`src/rtl/mem_pkg.sv`:
```
// Shared memory-access encodings, FSM state and byte-enable constants.
// Decode and execute import the same values so memOp/memSize stay consistent.
package mem_pkg;

    typedef enum logic [1:0] {
        MEM_NONE  = 2'b00,
        MEM_LOAD  = 2'b01,
        MEM_STORE = 2'b10,
        MEM_LOADU = 2'b11
    } mem_op_e;

    typedef enum logic [1:0] {
        SIZE_BYTE = 2'b00,
        SIZE_HALF = 2'b01,
        SIZE_WORD = 2'b10,
        SIZE_RSVD = 2'b11
    } mem_size_e;

    typedef enum logic {
        ST_IDLE = 1'b0,
        ST_BUSY = 1'b1
    } state_e;

    localparam logic [3:0] BE_BYTE = 4'b0001;
    localparam logic [3:0] BE_HALF = 4'b0011;
    localparam logic [3:0] BE_WORD = 4'b1111;

    // Natural alignment check; the reserved size is never legal.
    function automatic logic access_legal(input mem_size_e size, input logic [1:0] offset);
        case (size)
            SIZE_BYTE: access_legal = 1'b1;
            SIZE_HALF: access_legal = ~offset[0];
            SIZE_WORD: access_legal = (offset == 2'b00);
            default:   access_legal = 1'b0;
        endcase
    endfunction

endpackage

```
`src/rtl/mem_access_stage_if.sv`:
```
// Data-memory req/ack bus between the memory-access stage and the data memory.
interface mem_access_stage_if;
    logic        dmemReq;
    logic        dmemWe;
    logic [31:0] dmemAddr;
    logic [3:0]  dmemBe;
    logic [31:0] dmemWdata;
    logic        dmemAck;
    logic [31:0] dmemRdata;

    modport master (
        output dmemReq, dmemWe, dmemAddr, dmemBe, dmemWdata,
        input  dmemAck, dmemRdata
    );

    modport slave (
        input  dmemReq, dmemWe, dmemAddr, dmemBe, dmemWdata,
        output dmemAck, dmemRdata
    );
endinterface

```
`src/rtl/load_aligner.sv`:
```
// Picks the addressed byte/half lane out of a read word and sign- or
// zero-extends it to 32 bits; words pass straight through.
module load_aligner
    import mem_pkg::*;
(
    input  logic [31:0] rdata,
    input  logic [1:0]  offset,
    input  mem_size_e   size,
    input  logic        is_unsigned,
    output logic [31:0] value
);
    logic [7:0]  lanes [4];
    logic [7:0]  byte_lane;
    logic [15:0] half_lane;

    for (genvar gi = 0; gi < 4; gi++) begin : g_lane
        assign lanes[gi] = rdata[8*gi +: 8];
    end

    assign byte_lane = lanes[offset];
    assign half_lane = offset[1] ? rdata[31:16] : rdata[15:0];

    always_comb begin
        value = rdata;
        case (size)
            SIZE_BYTE: value = {{24{~is_unsigned & byte_lane[7]}}, byte_lane};
            SIZE_HALF: value = {{16{~is_unsigned & half_lane[15]}}, half_lane};
            default:   value = rdata;
        endcase
    end
endmodule

```
`src/rtl/mem_access_stage.sv`:
```
// Memory-access pipeline stage: issues loads/stores on the req/ack bus,
// stalls upstream while a transaction is outstanding, registers the result.
module mem_access_stage
    import mem_pkg::*;
#(
    parameter int TIMEOUT_CYCLES = 16
) (
    input  logic                clk,
    input  logic                reset,
    input  logic [31:0]         aluResult,
    input  logic [1:0]          memOp,
    input  logic [1:0]          memSize,
    input  logic [31:0]         memDin,
    input  logic [4:0]          rdIn,
    input  logic                regWriteIn,
    mem_access_stage_if.master  dmem,
    output logic                memStall,
    output logic                wbValid,
    output logic [4:0]          wbRd,
    output logic                wbRegWrite,
    output logic [31:0]         wbData,
    output logic                misalignErr,
    output logic                busErr
);
    localparam int CNT_W = (TIMEOUT_CYCLES > 2) ? $clog2(TIMEOUT_CYCLES) : 1;
    localparam logic [CNT_W-1:0] CNT_LAST = CNT_W'(TIMEOUT_CYCLES - 1);

    state_e      state_q, state_d;
    logic [CNT_W-1:0] cnt_q, cnt_d;
    logic        req_q, req_d, we_q, we_d;
    logic [31:0] addr_q, addr_d, wdata_q, wdata_d;
    logic [3:0]  be_q, be_d;
    mem_op_e     op_q, op_d;
    mem_size_e   size_q, size_d;
    logic [1:0]  offset_q, offset_d;
    logic [4:0]  rd_q, rd_d, wb_rd_q, wb_rd_d;
    logic        rw_q, rw_d, wb_rw_q, wb_rw_d;
    logic        wb_valid_q, wb_valid_d, misalign_q, misalign_d, bus_err_q, bus_err_d;
    logic [31:0] wb_data_q, wb_data_d;

    mem_op_e     op_in;
    mem_size_e   size_in;
    logic        start_legal, timeout_now;
    logic [3:0]  be_new;
    logic [31:0] wdata_new, load_value;

    assign op_in       = mem_op_e'(memOp);
    assign size_in     = mem_size_e'(memSize);
    assign start_legal = (op_in != MEM_NONE) && access_legal(size_in, aluResult[1:0]);
    assign timeout_now = (state_q == ST_BUSY) && !dmem.dmemAck && (cnt_q == CNT_LAST);

    // The timeout cycle releases the stall so upstream moves on with the error result.
    assign memStall = (state_q == ST_IDLE) ? start_legal
                                           : (!dmem.dmemAck && !timeout_now);

    always_comb begin
        case (size_in)
            SIZE_BYTE: begin
                be_new    = BE_BYTE << aluResult[1:0];
                wdata_new = {4{memDin[7:0]}};
            end
            SIZE_HALF: begin
                be_new    = BE_HALF << {aluResult[1], 1'b0};
                wdata_new = {2{memDin[15:0]}};
            end
            default: begin
                be_new    = BE_WORD;
                wdata_new = memDin;
            end
        endcase
    end

    load_aligner u_load_aligner (
        .rdata       (dmem.dmemRdata),
        .offset      (offset_q),
        .size        (size_q),
        .is_unsigned (op_q == MEM_LOADU),
        .value       (load_value)
    );

    always_comb begin
        state_d    = state_q;
        cnt_d      = cnt_q;
        req_d      = req_q;
        we_d       = we_q;
        addr_d     = addr_q;
        be_d       = be_q;
        wdata_d    = wdata_q;
        op_d       = op_q;
        size_d     = size_q;
        offset_d   = offset_q;
        rd_d       = rd_q;
        rw_d       = rw_q;
        wb_valid_d = 1'b0;
        wb_rd_d    = wb_rd_q;
        wb_rw_d    = wb_rw_q;
        wb_data_d  = wb_data_q;
        misalign_d = 1'b0;
        bus_err_d  = 1'b0;

        case (state_q)
            ST_IDLE: begin
                if (op_in == MEM_NONE) begin
                    wb_valid_d = 1'b1;
                    wb_rd_d    = rdIn;
                    wb_rw_d    = regWriteIn;
                    wb_data_d  = aluResult;
                end else if (!start_legal) begin
                    misalign_d = 1'b1;
                    wb_valid_d = 1'b1;
                    wb_rd_d    = rdIn;
                    wb_rw_d    = 1'b0;
                    wb_data_d  = 32'h0;
                end else begin
                    state_d  = ST_BUSY;
                    cnt_d    = '0;
                    req_d    = 1'b1;
                    we_d     = (op_in == MEM_STORE);
                    addr_d   = {aluResult[31:2], 2'b00};
                    be_d     = be_new;
                    wdata_d  = wdata_new;
                    op_d     = op_in;
                    size_d   = size_in;
                    offset_d = aluResult[1:0];
                    rd_d     = rdIn;
                    rw_d     = regWriteIn;
                end
            end
            ST_BUSY: begin
                if (dmem.dmemAck) begin
                    state_d    = ST_IDLE;
                    req_d      = 1'b0;
                    wb_valid_d = 1'b1;
                    wb_rd_d    = rd_q;
                    wb_rw_d    = (op_q == MEM_STORE) ? 1'b0 : rw_q;
                    wb_data_d  = load_value;
                end else if (timeout_now) begin
                    state_d    = ST_IDLE;
                    req_d      = 1'b0;
                    bus_err_d  = 1'b1;
                    wb_valid_d = 1'b1;
                    wb_rd_d    = rd_q;
                    wb_rw_d    = 1'b0;
                    wb_data_d  = 32'h0;
                end else begin
                    cnt_d = cnt_q + CNT_W'(1);
                end
            end
            default: state_d = ST_IDLE;
        endcase
    end

    always_ff @(posedge clk) begin
        if (reset) begin
            state_q    <= ST_IDLE;
            cnt_q      <= '0;
            req_q      <= 1'b0;
            we_q       <= 1'b0;
            addr_q     <= 32'h0;
            be_q       <= 4'h0;
            wdata_q    <= 32'h0;
            op_q       <= MEM_NONE;
            size_q     <= SIZE_BYTE;
            offset_q   <= 2'b00;
            rd_q       <= 5'd0;
            rw_q       <= 1'b0;
            wb_valid_q <= 1'b0;
            wb_rd_q    <= 5'd0;
            wb_rw_q    <= 1'b0;
            wb_data_q  <= 32'h0;
            misalign_q <= 1'b0;
            bus_err_q  <= 1'b0;
        end else begin
            state_q    <= state_d;
            cnt_q      <= cnt_d;
            req_q      <= req_d;
            we_q       <= we_d;
            addr_q     <= addr_d;
            be_q       <= be_d;
            wdata_q    <= wdata_d;
            op_q       <= op_d;
            size_q     <= size_d;
            offset_q   <= offset_d;
            rd_q       <= rd_d;
            rw_q       <= rw_d;
            wb_valid_q <= wb_valid_d;
            wb_rd_q    <= wb_rd_d;
            wb_rw_q    <= wb_rw_d;
            wb_data_q  <= wb_data_d;
            misalign_q <= misalign_d;
            bus_err_q  <= bus_err_d;
        end
    end

    assign dmem.dmemReq   = req_q;
    assign dmem.dmemWe    = we_q;
    assign dmem.dmemAddr  = addr_q;
    assign dmem.dmemBe    = be_q;
    assign dmem.dmemWdata = wdata_q;
    assign wbValid        = wb_valid_q;
    assign wbRd           = wb_rd_q;
    assign wbRegWrite     = wb_rw_q;
    assign wbData         = wb_data_q;
    assign misalignErr    = misalign_q;
    assign busErr         = bus_err_q;
endmodule

```
`src/flat_wrapper.sv`:
```
// flat-port wrapper written by rule: the top's interface ports become plain ports
module mem_access_stage_flat import mem_pkg::*;
#(
    parameter int TIMEOUT_CYCLES = 16
)
  (clk, reset, aluResult, memOp, memSize, memDin, rdIn, regWriteIn, memStall, wbValid, wbRd, wbRegWrite, wbData, misalignErr, busErr, dmem_dmemReq, dmem_dmemWe, dmem_dmemAddr, dmem_dmemBe, dmem_dmemWdata, dmem_dmemAck, dmem_dmemRdata);
  mem_access_stage_if dmem_i ();
  input  logic clk;
  input  logic reset;
  input  logic [31:0] aluResult;
  input  logic [1:0] memOp;
  input  logic [1:0] memSize;
  input  logic [31:0] memDin;
  input  logic [4:0] rdIn;
  input  logic regWriteIn;
  output logic memStall;
  output logic wbValid;
  output logic [4:0] wbRd;
  output logic wbRegWrite;
  output logic [31:0] wbData;
  output logic misalignErr;
  output logic busErr;
  output wire logic [$bits(dmem_i.dmemReq)-1:0] dmem_dmemReq;
  output wire logic [$bits(dmem_i.dmemWe)-1:0] dmem_dmemWe;
  output wire logic [$bits(dmem_i.dmemAddr)-1:0] dmem_dmemAddr;
  output wire logic [$bits(dmem_i.dmemBe)-1:0] dmem_dmemBe;
  output wire logic [$bits(dmem_i.dmemWdata)-1:0] dmem_dmemWdata;
  input wire logic [$bits(dmem_i.dmemAck)-1:0] dmem_dmemAck;
  input wire logic [$bits(dmem_i.dmemRdata)-1:0] dmem_dmemRdata;
  assign dmem_dmemReq = dmem_i.dmemReq;
  assign dmem_dmemWe = dmem_i.dmemWe;
  assign dmem_dmemAddr = dmem_i.dmemAddr;
  assign dmem_dmemBe = dmem_i.dmemBe;
  assign dmem_dmemWdata = dmem_i.dmemWdata;
  assign dmem_i.dmemAck = dmem_dmemAck;
  assign dmem_i.dmemRdata = dmem_dmemRdata;
  mem_access_stage #(.TIMEOUT_CYCLES(TIMEOUT_CYCLES)) u_core (.clk(clk), .reset(reset), .aluResult(aluResult), .memOp(memOp), .memSize(memSize), .memDin(memDin), .rdIn(rdIn), .regWriteIn(regWriteIn), .dmem(dmem_i), .memStall(memStall), .wbValid(wbValid), .wbRd(wbRd), .wbRegWrite(wbRegWrite), .wbData(wbData), .misalignErr(misalignErr), .busErr(busErr));
endmodule
```
`config.mk`:
```
export PLATFORM = sky130hd
export DESIGN_NAME = mem_access_stage_flat
export DESIGN_NICKNAME = d
export VERILOG_FILES = /design/src/rtl/mem_pkg.sv /design/src/rtl/mem_access_stage_if.sv /design/src/rtl/load_aligner.sv /design/src/rtl/mem_access_stage.sv /design/src/flat_wrapper.sv
export SDC_FILE = /design/constraint.sdc
export NUM_CORES = 1
export LEC_CHECK = 0
export ABC_AREA = 1
export ABC_CLOCK_PERIOD_IN_PS = 3900
export CORE_AREA = 2 2 114 116
export CTS_CLUSTER_SIZE = 25
export DETAILED_ROUTE_END_ITERATION = 16
export DIE_AREA = 0 0 116 118
export PLACE_DENSITY = 0.92
export REMOVE_ABC_BUFFERS = 1
export SYNTH_ARGS = -nofsm -noshare
export SYNTH_HDL_FRONTEND = slang
export SYNTH_SLANG_ARGS = --single-unit
```
`constraint.sdc`:
```
create_clock -name clk -period 3.9 [get_ports clk]
set_input_delay 0.975 -clock clk [delete_from_list [all_inputs] [get_ports clk]]
set_output_delay 0.975 -clock clk [all_outputs]
set_load 0.005 [all_outputs]
```
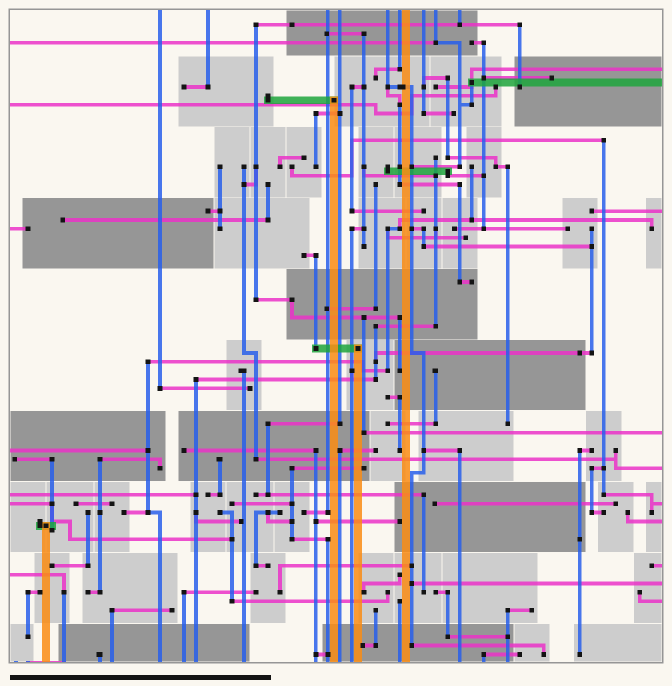
Figure 1: run 1, close-up of the layout.
The bar under the picture is 10 µm long. Region (46, 23) to (71, 48) µm. Cells in grey, sequential cells in the stronger grey; small squares are vias.
green -> M3
magenta -> M1
blue -> M2
orange -> M4
netlist names of flops here include = u_core.wbData (3), u_core.dmem.dmemWdata (2), u_core.op_q (2)
sequential cells in the window = 10
cells with their middle in the window = 44
most frequent = nand2_1 (14), dfxtp_1 (10), clkdlybuf4s50_1 (6)

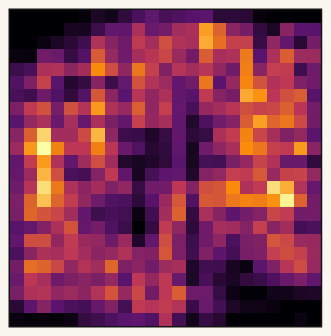
Figure 2: run 1, wiring heat map.
The die is cut into 23 by 24 equal tiles; black is low, pale yellow is high, scaled to the fullest tile. Values are wire area over tile area, all layers added.
fullest tile = 0.67
mean over tiles = 0.24
tiles over half the peak = 23%
GR Util All Layers: 0.280
Total Routed Length: 19200 µm

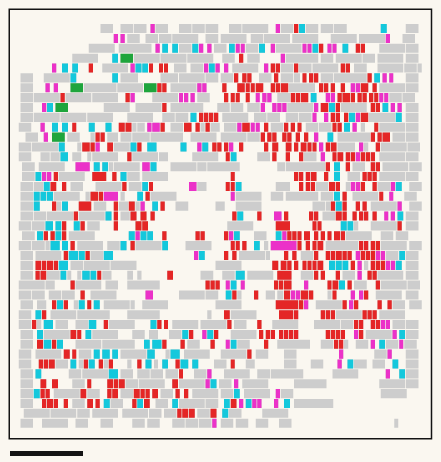
Figure 3: run 1, logic cells by family.
The bar under the picture is 20 µm long.
red -> nand cells  # cells 378, where spread over the die
green -> mux cells  # cells 5, where north-west
cyan -> aoi and oai cells  # cells 139, where spread over the die
magenta -> nor cells  # cells 127, where spread over the die
most common cell after layout, fill and taps aside: sky130_fd_sc_hd__nand2_1
non-filler instance count after layout: 1251
fraction of standard cell area in multi-input logic: 0.337

==> flow_metrics.env, run 1 <==
# flow metrics
export IMPL_outcome="complete, no violations"
export IMPL_area_combinational_um2=2920
export IMPL_fmax_ghz=0.277
export IMPL_critical_path_reg2reg_startpoint="u_core.size_q[1]"
export IMPL_yosysTopAreaCellShare=0.431
export IMPL_tritoncts="done"
export IMPL_worstMarginPinSlew_ps=851
export IMPL_power_leakage_nw=3.84
export IMPL_final_cell_area_um2=8670
export IMPL_cts_resized=0
export IMPL_antenna_found_initial=0
export IMPL_layout_setup_ws_ps=293
export IMPL_min_delay_start="u_core.wbData[8]"
export IMPL_timing_max_cap_violations=0
export IMPL_layout_drive_gt1_share=0.0714
export IMPL_synth_main_ff_cell="sky130_fd_sc_hd__dfxtp_1"
export IMPL_ys_top_cells_by_count="sky130_fd_sc_hd__nand2_1, sky130_fd_sc_hd__dfxtp_1, sky130_fd_sc_hd__nor2_1"
export IMPL_antenna_cells=0
export IMPL_via_count=6455
export IMPL_grt_pass1_vias=5993
export IMPL_path_cells="clkdlybuf4s50_1 -> nor2_1 -> inv_1 -> nand3_2 -> nand2_1 -> nand2_4 -> inv_2 -> clkdlybuf4s50_1"
export IMPL_simple_gate_area_frac=0.357
export IMPL_synthesis_area_um2=5850
export IMPL_logic_gates=655
export IMPL_tapcell_inserted=172
export IMPL_row_count=41
export IMPL_hold_viol_final=0
export IMPL_crit_top_cell="sky130_fd_sc_hd__clkdlybuf4s50_1"
export IMPL_dp_cells=1220
export IMPL_storage_element_area_um2=2520
export IMPL_die_size_x_um=116
export IMPL_critical_path_top_delay_family="buffers and inverters"
export IMPL_clk_buf=25
export IMPL_postSynth_asyncResetShare=0
export IMPL_post_synth_fa_ha_maj_area_fraction=0.00214
export IMPL_grt_ovfl_total=0
export IMPL_logic_family="simple AND/OR/NAND/NOR gates"
export IMPL_synthesis_instances=864
export IMPL_fin_tns_setup_ps=0
export IMPL_xor_area_frac=0.00299
export IMPL_route_detailed_wl_per_inst_um=15.4
export IMPL_rsz0062_at_grt="false"
export IMPL_design_die_area_um2=13700
export IMPL_lay_top_cells="sky130_fd_sc_hd__nand2_1, sky130_fd_sc_hd__clkdlybuf4s50_1, sky130_fd_sc_hd__dfxtp_1"
export IMPL_fin_total_pwr_mw=3.74
export IMPL_largest_cell_class="logic gates"
export IMPL_synth_mux_area_fraction=0.00855
export IMPL_final_core_utilization=0.699
export IMPL_first_iter_violations=513
export IMPL_fp_coreArea_um2=12400
-- run 1: per-layer routing --
metal / routed length (µm) / part of all wire / global-route usage / vias up
li1: - / - / - / 3169
met1: 7700 / 0.40 / 0.340 / 2931
met2: 9220 / 0.48 / 0.464 / 312
met3: 1820 / 0.094 / 0.0788 / 43
met4: 492 / 0.026 / 0.110 / 0
met5: 0 / 0 / 0 / -
-- run 1: power breakdown --
group,leakage (nW),switching [mW],internal [mW],total [mW]
logic,2.52,0.369,0.361,0.731
registers,1.03,0.0635,1.39,1.45
clock network,0.283,0.554,1.00,1.56
total,3.84,0.987,2.75,3.74
-- run 1: final timing paths --
path	to	slack, ps	cells past startpoint
hold reg to reg	u_core.wbData[8]	450	2
setup reg to reg	u_core.wbData[18]	1750	11
setup / recovery	memStall	290	8
hold / removal	u_core.wbData[8]	450	2
==> inputs of run 2 (changes only) <==
--- a/config.mk
+++ b/config.mk
@@ -7,12 +7,15 @@
 export LEC_CHECK = 0
 export ABC_AREA = 1
 export ABC_CLOCK_PERIOD_IN_PS = 3900
+export CAP_MARGIN = 15
 export CORE_AREA = 2 2 114 116
 export CTS_CLUSTER_SIZE = 25
 export DETAILED_ROUTE_END_ITERATION = 16
 export DIE_AREA = 0 0 116 118
 export PLACE_DENSITY = 0.92
+export RECOVER_POWER = 100
 export REMOVE_ABC_BUFFERS = 1
+export SLEW_MARGIN = 20
 export SYNTH_ARGS = -nofsm -noshare
 export SYNTH_HDL_FRONTEND = slang
 export SYNTH_SLANG_ARGS = --single-unit
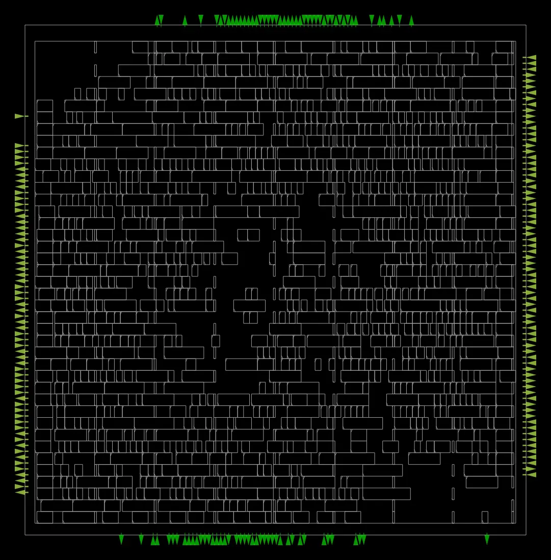
Figure 4: run 2, placement view.
core area: 12400 µm²
register share of the cell area: 0.292
Well-Tap Cells: 172
number of flip-flops and latches: 126

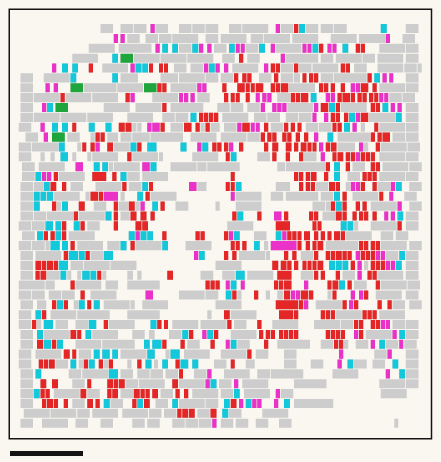
Figure 5: run 2, logic cells by family.
The bar under the picture is 20 µm long.
red -> nand cells  # cells 378, where spread over the die
cyan -> aoi and oai cells  # cells 139, where spread over the die
magenta -> nor cells  # cells 127, where spread over the die
green -> mux cells  # cells 5, where north-west
fraction of standard cell area in multi-input logic: 0.337

==> run 2 against run 1 <==
Routed wire length shrank 0.26%. Worst setup slack lost 47 ps. Register-to-register slack lost 540 ps. Utilization shrank 0.35 points. Global-route usage is the same. Synthesized area is the same. Cell area shrank 0.50%. Fmax shrank 1.3%. Largest cell class unchanged.
==> flow_metrics.env, run 2 <==
# flow metrics
export IMPL_use_met2=0.464
export IMPL_final_cell_count_no_fill=1251
export IMPL_area_combinational_um2=2910
export IMPL_path_cells="clkdlybuf4s50_1 -> nor2_1 -> inv_1 -> nand3_1 -> nand2_1 -> nand2_4 -> inv_2 -> clkdlybuf4s50_1"
export IMPL_critical_path_reg2reg_startpoint="u_core.state_q"
export IMPL_groute_usage_overall=0.280
export IMPL_route_detailed_wl_per_inst_um=15.3
export IMPL_xor_area_frac=0.00299
export IMPL_hold_viol_final=0
export IMPL_layout_drive_gt1_share=0.0602
export IMPL_use_met3=0.0788
export IMPL_antenna_cells=0
export IMPL_final_core_utilization=0.695
export IMPL_simple_gate_area_frac=0.357
export IMPL_mostFrequentLayoutCell="sky130_fd_sc_hd__nand2_1"
export IMPL_crit_top_cell="sky130_fd_sc_hd__clkdlybuf4s50_1"
export IMPL_clk_buf=25
export IMPL_synthesis_area_um2=5850
export IMPL_largest_cell_class="logic gates"
export IMPL_post_synth_fa_ha_maj_area_fraction=0.00214
export IMPL_ff2ff_path_depth=5
export IMPL_antenna_found_initial=0
export IMPL_outcome="complete, no violations"
export IMPL_fmax_ghz=0.274
export IMPL_rrSetupSlack_ps=1210
[run 2: cell types whose count changed in the layout (fill, tap and decap cells not counted), sizes merged]
cell	change
clkbuf	+8
buf	-8
clkdlybuf4s50	-110
dlygate4sd3	+110
[run 2: worst reg2reg max path, cell delays in order (launching register included)]
cell and delay (ps):
sky130_fd_sc_hd__dfxtp_1 770, sky130_fd_sc_hd__nor2_4 80, sky130_fd_sc_hd__inv_1 720, sky130_fd_sc_hd__clkbuf_1 760, sky130_fd_sc_hd__nor2_1 100, sky130_fd_sc_hd__nor2_1 180
[run 2: power by group through the flow]
stage               Combinational, mW  Clock (mW)  Sequential [mW]
floorplan                       0.297           0             1.48
global placement                0.712           0             1.47
detailed placement              0.725           0             1.48
CTS                             0.732        1.57             1.45
global route                    0.762        1.63             1.46
finish                          0.690        1.56             1.45
==> inputs of run 3 (changes only) <==
--- a/config.mk
+++ b/config.mk
@@ -15,7 +15,6 @@
 export PLACE_DENSITY = 0.92
 export RECOVER_POWER = 100
 export REMOVE_ABC_BUFFERS = 1
-export SLEW_MARGIN = 20
 export SYNTH_ARGS = -nofsm -noshare
 export SYNTH_HDL_FRONTEND = slang
 export SYNTH_SLANG_ARGS = --single-unit
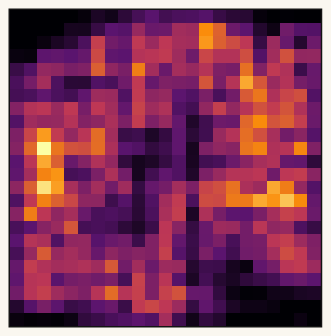
Figure 6: run 3, wiring heat map.
The die is cut into 23 by 24 equal tiles; black is low, pale yellow is high, scaled to the fullest tile. Values are wire area over tile area, all layers added.
mean over tiles = 0.24
tiles over half the peak = 18%
nearly empty tiles = 5.8%
fullest tile = 0.71
Routed wire per std cell: 15.3 µm
Total Routed Length: 19200 µm

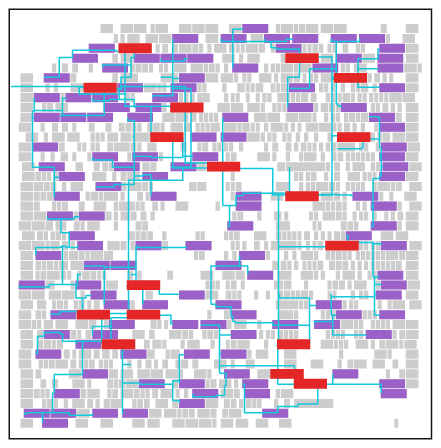
Figure 7: run 3, clock network drawn from the DEF.
red -> clock-net drivers  # count 17
purple -> flip-flops  # count 126
cyan -> clock wires  # length 1590 µm
flops lie = spread over the die
routed clock nets = 18
worst clock skew on the final layout: 4.91 ps
P_clk: 1.56 mW
clock share of power: 0.421

==> run 3 against run 2 <==
Clock skew unchanged. Sequential cell count unchanged. Highest routed layer unchanged. Largest cell class unchanged. Die area unchanged. Power unchanged.
==> flow_metrics.env, run 3 <==
# flow metrics
export IMPL_globalRouteMet1Util=0.340
export IMPL_pwr_group_combinational_mw=0.690
export IMPL_rrSetupSlack_ps=1210
export IMPL_via_count=6450
export IMPL_outcome="complete, no violations"
export IMPL_final_cell_count_no_fill=1251
export IMPL_min_delay_start="u_core.wbData[8]"
export IMPL_simple_gate_area_frac=0.357
export IMPL_final_cell_area_um2=8630
export IMPL_area_combinational_um2=2910
export IMPL_groute_usage_overall=0.280
export IMPL_lay_top_cells="sky130_fd_sc_hd__nand2_1, sky130_fd_sc_hd__dfxtp_1, sky130_fd_sc_hd__nor2_1"
export IMPL_ys_top_cells_by_count="sky130_fd_sc_hd__nand2_1, sky130_fd_sc_hd__dfxtp_1, sky130_fd_sc_hd__nor2_1"
export IMPL_die_size_x_um=116
export IMPL_ff2ff_path_depth=5
export IMPL_crit_top_cell="sky130_fd_sc_hd__clkdlybuf4s50_1"
export IMPL_logic_family="simple AND/OR/NAND/NOR gates"
export IMPL_p_seq_frac=0.392
export IMPL_whs_endpoint="u_core.wbData[8]"
export IMPL_fmax_ghz=0.274
export IMPL_use_met2=0.464
export IMPL_pwr_group_sequential_mw=1.45
export IMPL_path_cells="clkdlybuf4s50_1 -> nor2_1 -> inv_1 -> nand3_1 -> nand2_1 -> nand2_4 -> inv_2 -> clkdlybuf4s50_1"
export IMPL_fp_coreArea_um2=12400
## run 3: worst reg2reg max path, stage by stage (launching register included)
cell and delay [ps]:
sky130_fd_sc_hd__dfxtp_1 770, sky130_fd_sc_hd__nor2_4 80, sky130_fd_sc_hd__inv_1 720, sky130_fd_sc_hd__clkbuf_1 760
sky130_fd_sc_hd__nor2_1 100, sky130_fd_sc_hd__nor2_1 180
## run 3: final cells by class
class                   instances  area share
repair buffers                234       0.263
well taps                     172      0.0249
multi-input cells             655       0.337
inverters                      33      0.0155
flip-flops and latches        126       0.292
clock buffers                  25      0.0574
clock inverters                 6     0.00957
## run 3: per-layer routing
layer | vias to the layer above | part of all wire
met5 | - | 0
met2 | 320 | 0.47
met1 | 2910 | 0.40
met3 | 52 | 0.097
met4 | 0 | 0.027
li1 | 3168 | -
No activity file was given, so power comes from the tool's default toggle rates.
